## src/rtl/ysyx_22041412_muldiv_iter.sv

```systemverilog
// ysyx_22041412_muldiv_iter: iterative RV64M multiply/divide unit.
// Radix-2 shift-add multiply and restoring divide on operand magnitudes,
// one bit per cycle, followed by a single sign-fix cycle. Valid/ready
// handshakes on both the request and the result side.
// Optional macro YSYX_22041412_MULDIV_EARLY_OUT_EN: divide by zero, signed
// overflow and multiplies with a zero operand skip the iteration phase.
module ysyx_22041412_muldiv_iter #(
   parameter int XLEN = 64
) (
   input  logic            clk,
   input  logic            rst,
   input  logic            in_valid,
   output logic            in_ready,
   input  logic [2:0]      func3,
   input  logic            word,
   input  logic [XLEN-1:0] rsA,
   input  logic [XLEN-1:0] rsB,
   output logic            out_valid,
   input  logic            out_ready,
   output logic [XLEN-1:0] data
);

   localparam int HALF = XLEN / 2;
   localparam int CW   = $clog2(XLEN + 1);

   typedef enum logic [1:0] {
      S_IDLE,
      S_CALC,
      S_FIX,
      S_DONE
   } state_e;

   state_e              state_q,  state_d;
   logic [2:0]          func3_q,  func3_d;
   logic                word_q,   word_d;
   logic                neg_a_q,  neg_a_d;
   logic                neg_b_q,  neg_b_d;
   logic                div0_q,   div0_d;
   logic [CW-1:0]       count_q,  count_d;
   // Multiply: running product. Divide: {remainder, dividend/quotient}.
   logic [2*XLEN-1:0]   acc_q,    acc_d;
   // Multiply: left-shifting multiplicand. Divide: divisor in the low half.
   logic [2*XLEN-1:0]   mcand_q,  mcand_d;
   // Multiply: right-shifting multiplier. Unused for divide.
   logic [XLEN-1:0]     mplier_q, mplier_d;
   logic [XLEN-1:0]     data_q,   data_d;

   // Operand preparation: W mode narrows to the low half, then sign- or
   // zero-extends so the rest of the datapath only sees XLEN-wide values.
   function automatic logic [XLEN-1:0] extend_op(input logic [XLEN-1:0] v,
                                                 input logic            w,
                                                 input logic            s);
      if (!w) return v;
      return s ? {{HALF{v[HALF-1]}}, v[HALF-1:0]} : {{HALF{1'b0}}, v[HALF-1:0]};
   endfunction

   logic            sgn_a_in, sgn_b_in;
   logic            neg_a_in, neg_b_in;
   logic            div0_in;
   logic [XLEN-1:0] ext_a, ext_b, mag_a, mag_b;

   assign sgn_a_in = (func3 != 3'b011) && (func3 != 3'b101) && (func3 != 3'b111);
   assign sgn_b_in = sgn_a_in && (func3 != 3'b010);
   assign ext_a    = extend_op(rsA, word, sgn_a_in);
   assign ext_b    = extend_op(rsB, word, sgn_b_in);
   assign neg_a_in = sgn_a_in & ext_a[XLEN-1];
   assign neg_b_in = sgn_b_in & ext_b[XLEN-1];
   assign mag_a    = neg_a_in ? -ext_a : ext_a;
   assign mag_b    = neg_b_in ? -ext_b : ext_b;
   assign div0_in  = func3[2] && (ext_b == '0);

`ifdef YSYX_22041412_MULDIV_EARLY_OUT_EN
   localparam logic [XLEN-1:0] MIN_D = {1'b1, {(XLEN-1){1'b0}}};
   localparam logic [XLEN-1:0] MIN_W = {{(HALF+1){1'b1}}, {(HALF-1){1'b0}}};

   logic ovf_in, mzero_in;

   assign ovf_in   = func3[2] && sgn_a_in && (ext_a == (word ? MIN_W : MIN_D)) &&
                     (ext_b == '1);
   assign mzero_in = !func3[2] && ((ext_a == '0) || (ext_b == '0));
`endif

   // One iteration step. Restoring divide: the partial remainder never
   // exceeds 2*divisor-1, so XLEN+1 bits are enough to see the borrow.
   logic [2*XLEN-1:0] mul_acc;
   logic [XLEN:0]     rem_shift, rem_diff;
   logic              rem_ge;

   assign mul_acc   = acc_q + (mplier_q[0] ? mcand_q : '0);
   assign rem_shift = {acc_q[2*XLEN-1:XLEN], acc_q[XLEN-1]};
   assign rem_diff  = rem_shift - {1'b0, mcand_q[XLEN-1:0]};
   assign rem_ge    = ~rem_diff[XLEN];

   // Sign fix and result selection, consumed in the FIX state.
   logic              res_neg, w_illegal;
   logic [2*XLEN-1:0] prod;
   logic [XLEN-1:0]   quot, rem, res_full;

   assign res_neg   = neg_a_q ^ neg_b_q;
   assign prod      = res_neg ? -acc_q : acc_q;
   assign quot      = div0_q ? '1 : (res_neg ? -acc_q[XLEN-1:0] : acc_q[XLEN-1:0]);
   assign rem       = neg_a_q ? -acc_q[2*XLEN-1:XLEN] : acc_q[2*XLEN-1:XLEN];
   assign w_illegal = word_q && !func3_q[2] && (func3_q[1:0] != 2'b00);

   // Select the architectural result for the latched func3.
   always_comb begin
      res_full = prod[XLEN-1:0];
      case (func3_q)
         3'b001, 3'b010, 3'b011: res_full = prod[2*XLEN-1:XLEN];
         3'b100, 3'b101:         res_full = quot;
         3'b110, 3'b111:         res_full = rem;
         default:                res_full = prod[XLEN-1:0];
      endcase
   end

   // Next-state and datapath update for the IDLE/CALC/FIX/DONE sequence.
   always_comb begin
      // NOTE: every signal gets its hold value first so no path through the
      // case statement can leave one unassigned and infer a latch.
      state_d  = state_q;
      func3_d  = func3_q;
      word_d   = word_q;
      neg_a_d  = neg_a_q;
      neg_b_d  = neg_b_q;
      div0_d   = div0_q;
      count_d  = count_q;
      acc_d    = acc_q;
      mcand_d  = mcand_q;
      mplier_d = mplier_q;
      data_d   = data_q;
      case (state_q)
         S_IDLE: begin
            if (in_valid) begin
               func3_d  = func3;
               word_d   = word;
               neg_a_d  = neg_a_in;
               neg_b_d  = neg_b_in;
               div0_d   = div0_in;
               count_d  = word ? CW'(HALF) : CW'(XLEN);
               acc_d    = '0;
               mcand_d  = {{XLEN{1'b0}}, mag_a};
               mplier_d = mag_b;
               if (func3[2]) begin
                  // W-mode dividend is pre-aligned to the top so the same
                  // MSB-first shift works for both widths.
                  mcand_d  = {{XLEN{1'b0}}, mag_b};
                  mplier_d = '0;
                  acc_d    = {{XLEN{1'b0}}, (word ? (mag_a << HALF) : mag_a)};
               end
               state_d = S_CALC;
`ifdef YSYX_22041412_MULDIV_EARLY_OUT_EN
               // Preload the accumulator with what the full iteration would
               // have produced, so FIX needs no special cases beyond div0.
               if (div0_in) begin
                  acc_d   = {mag_a, {XLEN{1'b0}}};
                  state_d = S_FIX;
               end else if (ovf_in) begin
                  acc_d   = {{XLEN{1'b0}}, mag_a};
                  state_d = S_FIX;
               end else if (mzero_in) begin
                  acc_d   = '0;
                  state_d = S_FIX;
               end
`endif
            end
         end
         S_CALC: begin
            if (func3_q[2]) begin
               acc_d = {(rem_ge ? rem_diff[XLEN-1:0] : rem_shift[XLEN-1:0]),
                        acc_q[XLEN-2:0], rem_ge};
            end else begin
               acc_d    = mul_acc;
               mcand_d  = mcand_q << 1;
               mplier_d = mplier_q >> 1;
            end
            count_d = count_q - CW'(1);
            if (count_q == CW'(1)) state_d = S_FIX;
         end
         S_FIX: begin
            if (w_illegal)   data_d = '0;
            else if (word_q) data_d = {{HALF{res_full[HALF-1]}}, res_full[HALF-1:0]};
            else             data_d = res_full;
            state_d = S_DONE;
         end
         S_DONE: begin
            if (out_ready) state_d = S_IDLE;
         end
         default: state_d = S_IDLE;
      endcase
   end

   // State and datapath registers; synchronous reset clears everything.
   always_ff @(posedge clk) begin
      // NOTE: non-blocking assignments so every register samples the values
      // from before this edge, independent of statement order.
      if (rst) begin
         state_q  <= S_IDLE;
         func3_q  <= '0;
         word_q   <= 1'b0;
         neg_a_q  <= 1'b0;
         neg_b_q  <= 1'b0;
         div0_q   <= 1'b0;
         count_q  <= '0;
         acc_q    <= '0;
         mcand_q  <= '0;
         mplier_q <= '0;
         data_q   <= '0;
      end else begin
         state_q  <= state_d;
         func3_q  <= func3_d;
         word_q   <= word_d;
         neg_a_q  <= neg_a_d;
         neg_b_q  <= neg_b_d;
         div0_q   <= div0_d;
         count_q  <= count_d;
         acc_q    <= acc_d;
         mcand_q  <= mcand_d;
         mplier_q <= mplier_d;
         data_q   <= data_d;
      end
   end

   assign in_ready  = (state_q == S_IDLE);
   assign out_valid = (state_q == S_DONE);
   assign data      = data_q;

endmodule

```

## config.mk

```make
export PLATFORM = sky130hd
export DESIGN_NAME = ysyx_22041412_muldiv_iter
export DESIGN_NICKNAME = d
export VERILOG_FILES = /design/src/rtl/ysyx_22041412_muldiv_iter.sv
export SDC_FILE = /design/constraint.sdc
export NUM_CORES = 2
export LEC_CHECK = 0
export CAP_MARGIN = 20
export CORE_MARGIN = 2
export CORE_UTILIZATION = 50
export CTS_CLUSTER_DIAMETER = 50
export CTS_CLUSTER_SIZE = 10
export DETAILED_ROUTE_END_ITERATION = 12
export PLACE_DENSITY = 0.7
export SYNTH_ARGS = -nofsm -noshare
export SYNTH_HDL_FRONTEND = slang
export SYNTH_SLANG_ARGS = --single-unit
```

## constraint.sdc

```tcl
create_clock -name clk -period 5.15 [get_ports clk]
set_clock_uncertainty 0.05 [all_clocks]
set_input_delay 0.515 -clock clk [delete_from_list [all_inputs] [get_ports clk]]
set_output_delay 0.515 -clock clk [all_outputs]
set_load 0.02 [all_outputs]
```

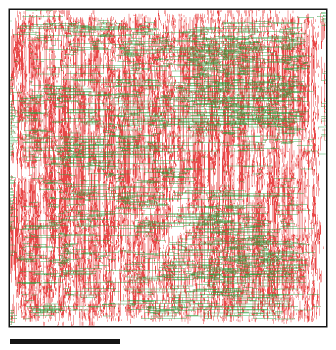
Figure 1: signal wires by layer.
Bar = 100 µm. Only two layers are drawn.
Red is M2, wire length 79.9 mm. Green is M3, wire length 25.6 mm.
DRT Wirelength: 203.8 mm
Routed WL per cell: 28.91 µm
GRT Util Overall: 47.20%
routed vias: 47970

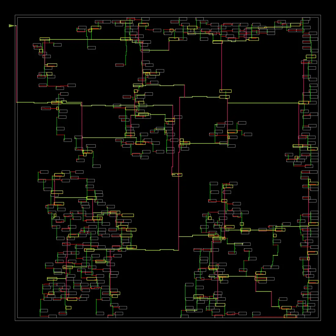
Figure 2: clock wiring as the flow saved it.
Clk power: 4.08 mW
Latency at later pin: 0.65 ns
total CTS buffers: 57
clk sinks: 400
Seq cells: 400

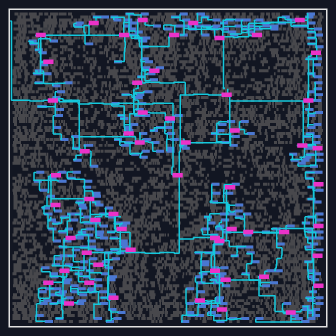
Figure 3: clock network drawn from the DEF.
Cyan is clock wires, length 6220 µm. Magenta is clock-net drivers, count 57. Blue is flip-flops, count 400.
There are 58 routed clock nets.

==> out/qor.csv <==
metric;value;unit
slew_headroom;17.11;%
final-max-slew-violation-count;0;
cpPeakStageDelay;0.71;ns
cts-root-buf;clkbuf_16;
synth_area;40300;µm²
setup_slack;0.2851;ns
fmax;205.6;MHz
remaining_drc_errors;0;
yosys-stat-cells;5852;
fin_setup_tns;0;ns
via_per_inst;6.806;
criticalPathCategory;flop to flop;
edf_count;0;
core;80160;µm²
seqPwrFrac;22.4;%
row_count;104;
gp_congestion;1.117;
antenna_found_initial;3;
power;22.51;mW
htree_levels;2;
die_w;287.9;µm
dieArea;82890;µm²
async_reset_ff_share;0;%
hp-class;input port to flop;
ys_seq_share;19.87;%
path_cells;inv_1 > ha_1 > inv_1 > fa_1 > a211o_1 > a211oi_2 > a211o_1 > a21oi_1 > a21oi_2 > o21a_1 > o31ai_1 > xnor2_2 > buf_12 > a21oi_1 > a2111oi_0 > a21oi_1;
portBuffers;201;
comb_area;30010;µm²
place_inst;6952;
ios;202;
syn_to_final_growth;15.03;%
pwr-share-comb;59.5;%
dr.pass1.iters;7;
dp_slack;0.2070;ns
critPathSlowestCell;a2111oi_0;
cellLeakagePower;18.69;nW
layout_top_cells;630 x nor2_1, 606 x nand2_1, 590 x a21oi_1;
crit_top_cell;a21oi_1;
r2r_slack;0.29;ns
cts_tree;done;
finalHoldViolations;0;
start_kind;flop;
grt_start_max_net_pins;192;
worstMarginPinSlew;1.230;ns
ff_type;dfxtp_1;
crit_fanout;59;
synth_flops;400;
setup_violations;0;
postCtsSetupBuffers;0;
worstPathRequired;5.60;ns
p_int;10.80;mW
tool_warnings;39;
overflow;0;
yosys_area;40300;µm²
num-nets-final;6291;
final_layout_size_suffix_gt1_share;8.389;%
fp.dieH;287.9;µm
p_switching;11.71;mW
vdd_ir_drop_max;0.0004259;V
drt_iter0_markers;7254;
grt_pass1_vias;43040;
ys_types;101;
ff_latch_area;8016;µm²
syn-mean-instance-area;6.887;µm²
syn-num-nets;6191;
powerDensity;485.5;nW/µm²
fillCellCount;7838;
synth_cells;5852;
status;complete, no violations;
worstSetupEndpointType;flop;
fp_util;50.28;%
rsz0062_at_grt;false;
critical_path_arrival;5.31;ns
post-route-util;57.84;%
swShare;52.02;%
post-route-min-period;4.865;ns
clkTransAtPathRegs;0.06;ns
layout.cells.most_common;nor2_1;
clockBufferDepth;3;
final_antenna_net_count;0;
ys_warn_count;0;
pwr-share-clk;18.1;%
period_used_share;94.46;%
grt_pass1_wl;291.9;mm
[power by group through the flow]
stage	logic (mW)	clock network, mW	registers, mW
2_1_floorplan	8.22	0	4.63
3_3_place_gp	12.6	0	5.03
3_5_place_dp	12.7	0	5.04
4_1_cts	12.8	4.05	4.98
5_1_grt	14.2	4.16	5.07
6_report	13.4	4.08	5.04
[worst max-delay path: cells and delay by family (launching register included)]
family	cells	cell delay, ns
xor+xnor	1	0.26
fa+ha+maj	2	0.63
flops	1	0.40
buf+inv	3	0.53
compound gates	10	2.84
[registers in the layout, summed over array words and instances, names as in the netlist]
name      cells
acc_q       128
mcand_q     128
data         64
mplier_q     64
count_q       7
func3_q       3
state_q       2
div0_q        1
neg_a_q       1
neg_b_q       1
word_q        1
[cells in the mapped netlist, types with 43 or more instances]
cell type	number	area [µm²]
and2_1	147	919.6
nand2_1	606	2275
a211oi_1	139	1044
clkbuf_1	408	1531
ha_1	201	2515
xor2_1	200	1752
nand3_1	65	325.3
nor2_1	636	2387
nor3_1	215	1076
a21oi_1	591	2958
a21o_1	131	983.4
nand4_1	97	606.8
inv_1	158	593.1
o211ai_1	97	728.2
a221oi_1	103	902.1
o21a_1	43	322.8
o21ai_0	459	2297
dfxtp_1	400	8008
or3_1	60	375.4
o31ai_1	59	442.9
a22oi_1	98	735.7
nor4_1	57	356.6
o21bai_1	58	435.4
xnor2_1	233	2041
a31oi_1	49	306.5
[per-stage QoR]
step                hold WS (ns)  instance area [µm²]
global route              0.1443                46350
detailed placement        0.3947                44430
floorplan                 0.3820                40300
finish                    0.1265                46360
global placement          0.3836                44430
CTS                       0.1339                46330
[per-layer routing]
metal | track usage [%] | routed length, µm | share of wire [%]
met1 | 62.40 | 79850 | 39
met2 | 66.23 | 79920 | 39
met3 | 11.70 | 25640 | 13
met4 | 34.21 | 18340 | 9.0
met5 | 0 | 30 | 0.015
[cells by family after synthesis]
family / after synthesis / share of synthesized area (%)
buffers and inverters: 630 / 5.980
muxes: 46 / 1.167
DFF: 400 / 19.87
and+or+nand+nor: 2081 / 24.41
adders and majority gates: 203 / 6.340
AOI/OAI and AO/OA: 2059 / 32.82
xor gates and xnor gates: 433 / 9.410
[layout make-up]
class / instances / share of cell area (%)
inverters: 162 / 1.312
flip-flops and latches: 400 / 17.29
clock inverters: 24 / 0.7665
multi-input cells: 4822 / 64.73
repair buffers: 509 / 9.681
clock buffers: 67 / 3.333
well taps: 1060 / 2.861
diodes: 5 / 0.02699
[path summary, 6_finish.rpt]
kind                                              from                 endpoint  depth (start not counted)
worst max-delay path            acc_q[63]$_SDFFE_PP0P_  acc_q[127]$_SDFFE_PP0P_                         16
worst min-delay path                               rst   acc_q[69]$_SDFFE_PP0P_                          2
worst max register to register  acc_q[63]$_SDFFE_PP0P_  acc_q[127]$_SDFFE_PP0P_                         16
worst min register to register   data[33]$_SDFFE_PP0P_    data[33]$_SDFFE_PP0P_                          1
[timing repair]
action / in CTS / in global routing
hold buffers: 0 / 0
gates resized: 0 / 4
endpoints found under the setup margin: 0 / 21
Power and IR drop assume default switching activity.
